--- src/rtl/mux2_rr_arbiter.sv ---
// mux2_rr_arbiter
//   Two-requester round-robin arbiter feeding a single registered output
//   stage. The grant selects a 2:1 data mux; the winner's data is captured
//   into the output register whenever that register is empty or draining.
//
// Ports:
//   clk        rising-edge clock
//   rst_n      asynchronous active-low reset
//   in_valid   [1:0] per-requester valid
//   in0_data   requester 0 data
//   in1_data   requester 1 data
//   in_ready   [1:0] per-requester accept (one-hot or zero)
//   out_valid  output register holds valid data
//   out_ready  consumer accepts out_data this cycle
//   out_data   registered muxed data
//   out_sel    index of the requester whose data is in out_data
//
// Optional build macro MUX2_RR_ARBITER_STATS_EN adds:
//   stats_clr  synchronous clear of both grant counters (wins over increment)
//   grant_cnt0 saturating count of accepted transfers from requester 0
//   grant_cnt1 saturating count of accepted transfers from requester 1

module mux2_rr_arbiter #(
    parameter int WIDTH = 8,
    parameter int CNT_W = 16
) (
    input  logic             clk,
    input  logic             rst_n,
    input  logic [1:0]       in_valid,
    input  logic [WIDTH-1:0] in0_data,
    input  logic [WIDTH-1:0] in1_data,
    output logic [1:0]       in_ready,
    output logic             out_valid,
    input  logic             out_ready,
    output logic [WIDTH-1:0] out_data,
    output logic             out_sel
`ifdef MUX2_RR_ARBITER_STATS_EN
    ,
    input  logic             stats_clr,
    output logic [CNT_W-1:0] grant_cnt0,
    output logic [CNT_W-1:0] grant_cnt1
`endif
);

    logic       last_grant;
    logic       load_en;
    logic       has_winner;
    logic       winner;
    logic [1:0] xfer;

    // Output stage can take new data when empty or being drained this cycle.
    assign load_en    = !out_valid || out_ready;
    assign has_winner = |in_valid;

    // On a tie the pointer decides; otherwise the single valid requester wins
    // (in_valid[1] is exactly its index when only one bit is set).
    always_comb begin
        winner = in_valid[1];
        if (in_valid == 2'b11)
            winner = ~last_grant;
    end

    // rst_n gating keeps in_ready low for the whole reset window, even though
    // the empty output stage would otherwise make load_en true.
    always_comb begin
        in_ready = 2'b00;
        if (rst_n && load_en && has_winner)
            in_ready[winner] = 1'b1;
    end

    assign xfer = in_valid & in_ready;

    always_ff @(posedge clk or negedge rst_n) begin
        if (!rst_n) begin
            out_valid  <= 1'b0;
            out_data   <= '0;
            out_sel    <= 1'b0;
            last_grant <= 1'b1;   // requester 0 wins the first tie
        end else if (load_en) begin
            if (has_winner) begin
                out_data   <= winner ? in1_data : in0_data;
                out_sel    <= winner;
                out_valid  <= 1'b1;
                last_grant <= winner;
            end else begin
                // Nothing to load: drop valid, leave data/sel untouched.
                out_valid  <= 1'b0;
            end
        end
    end

`ifdef MUX2_RR_ARBITER_STATS_EN
    logic [1:0][CNT_W-1:0] cnt;

    always_ff @(posedge clk or negedge rst_n) begin
        if (!rst_n) begin
            cnt <= '0;
        end else if (stats_clr) begin
            cnt <= '0;
        end else begin
            for (int i = 0; i < 2; i++) begin
                if (xfer[i] && (cnt[i] != {CNT_W{1'b1}}))
                    cnt[i] <= cnt[i] + 1'b1;
            end
        end
    end

    assign grant_cnt0 = cnt[0];
    assign grant_cnt1 = cnt[1];
`else
    // Transfer vector only feeds the counters; keep it observed otherwise.
    logic unused_xfer;
    assign unused_xfer = ^xfer;
`endif

endmodule

--- config.mk ---
export PLATFORM = sky130hd
export DESIGN_NAME = mux2_rr_arbiter
export DESIGN_NICKNAME = d
export VERILOG_FILES = /design/src/rtl/mux2_rr_arbiter.sv
export SDC_FILE = /design/constraint.sdc
export NUM_CORES = 1
export LEC_CHECK = 0
export CORE_MARGIN = 1.5
export CORE_UTILIZATION = 35
export CTS_BUF_LIST = sky130_fd_sc_hd__clkbuf_2
export CTS_CLUSTER_DIAMETER = 50
export DETAILED_ROUTE_END_ITERATION = 16
export PLACE_DENSITY = 0.77
export SLEW_MARGIN = 5
export SYNTH_ARGS = -nofsm -noshare
export SYNTH_HDL_FRONTEND = slang
export SYNTH_SLANG_ARGS = --single-unit
export TNS_END_PERCENT = 1
--- constraint.sdc ---
create_clock -name clk -period 3.5 [get_ports clk]
set_input_delay 0.875 -clock clk [delete_from_list [all_inputs] [get_ports clk]]
set_output_delay 0.875 -clock clk [all_outputs]
set_load 0.1 [all_outputs]
==> summary.txt <==
Flow results are below.

- The number of maximum-capacitance violations recorded for the run is 0.
- The instance count of the mapped netlist is 60, for reference.
- The adder-cell area share of the yosys netlist is 0%, for reference.
- Along the worst hold path, the cell count comes to 2.
- In this run the biggest area consumer among cell types represents 46.1% of the synthesized area.
- The launch point of the worst min-delay path is recorded as out_sel.
- Per the timing report, the biggest fanout along the worst path comes to 10.
- The worst min-delay path endpoint is out_sel, for reference.
- The ratio of routed vias to standard cells is 5.22, for reference.
- The vertical die dimension reported for this design is 42.4 um.
- The largest non-sequential cell family by area is AND-OR/OR-AND gates, for reference.
- The most used flip-flop cell after synthesis is sky130_fd_sc_hd__dfrtp_1, for reference.
- The flow ran to the end, and the final reports show no timing, DRC or antenna violations.
- The root buffer selected by CTS is sky130_fd_sc_hd__clkbuf_2, for reference.
- The core region area is 1470 um2, for reference.
- The TritonCTS clock tree is built, for reference.
- The internal power summed over all cells is 245 uW, for reference.
- The setup total negative slack is 0 ns, for reference.
- The number of ports placed on the die boundary is 33, for reference.
- According to the floorplan log, the row count is 14.
- The worst setup path is captured at an output pin.
- The HPWL after detailed placement is 1.08 mm.
- The critical path ends at in_ready[0].
**Gate families picked out**

Bar = 10 um.
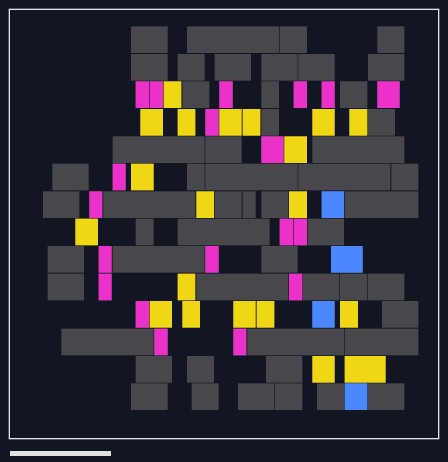
- NAND gates: magenta (cells 19; most used nand2_1)
- inverting AOI/OAI gates: yellow (cells 20)
- AND and OR gates: blue (cells 4; most used and3_1)

**Routed clock nets over the placement**

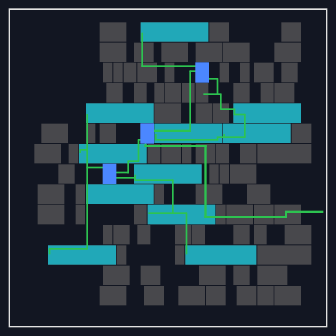
- clock drivers: blue (count 3)
- clock wires: green (length 154 um)
- flip-flops: cyan (count 11)
- routed clock nets: 4

Power figures rest on the tool's default switching activity, not on a simulated workload.
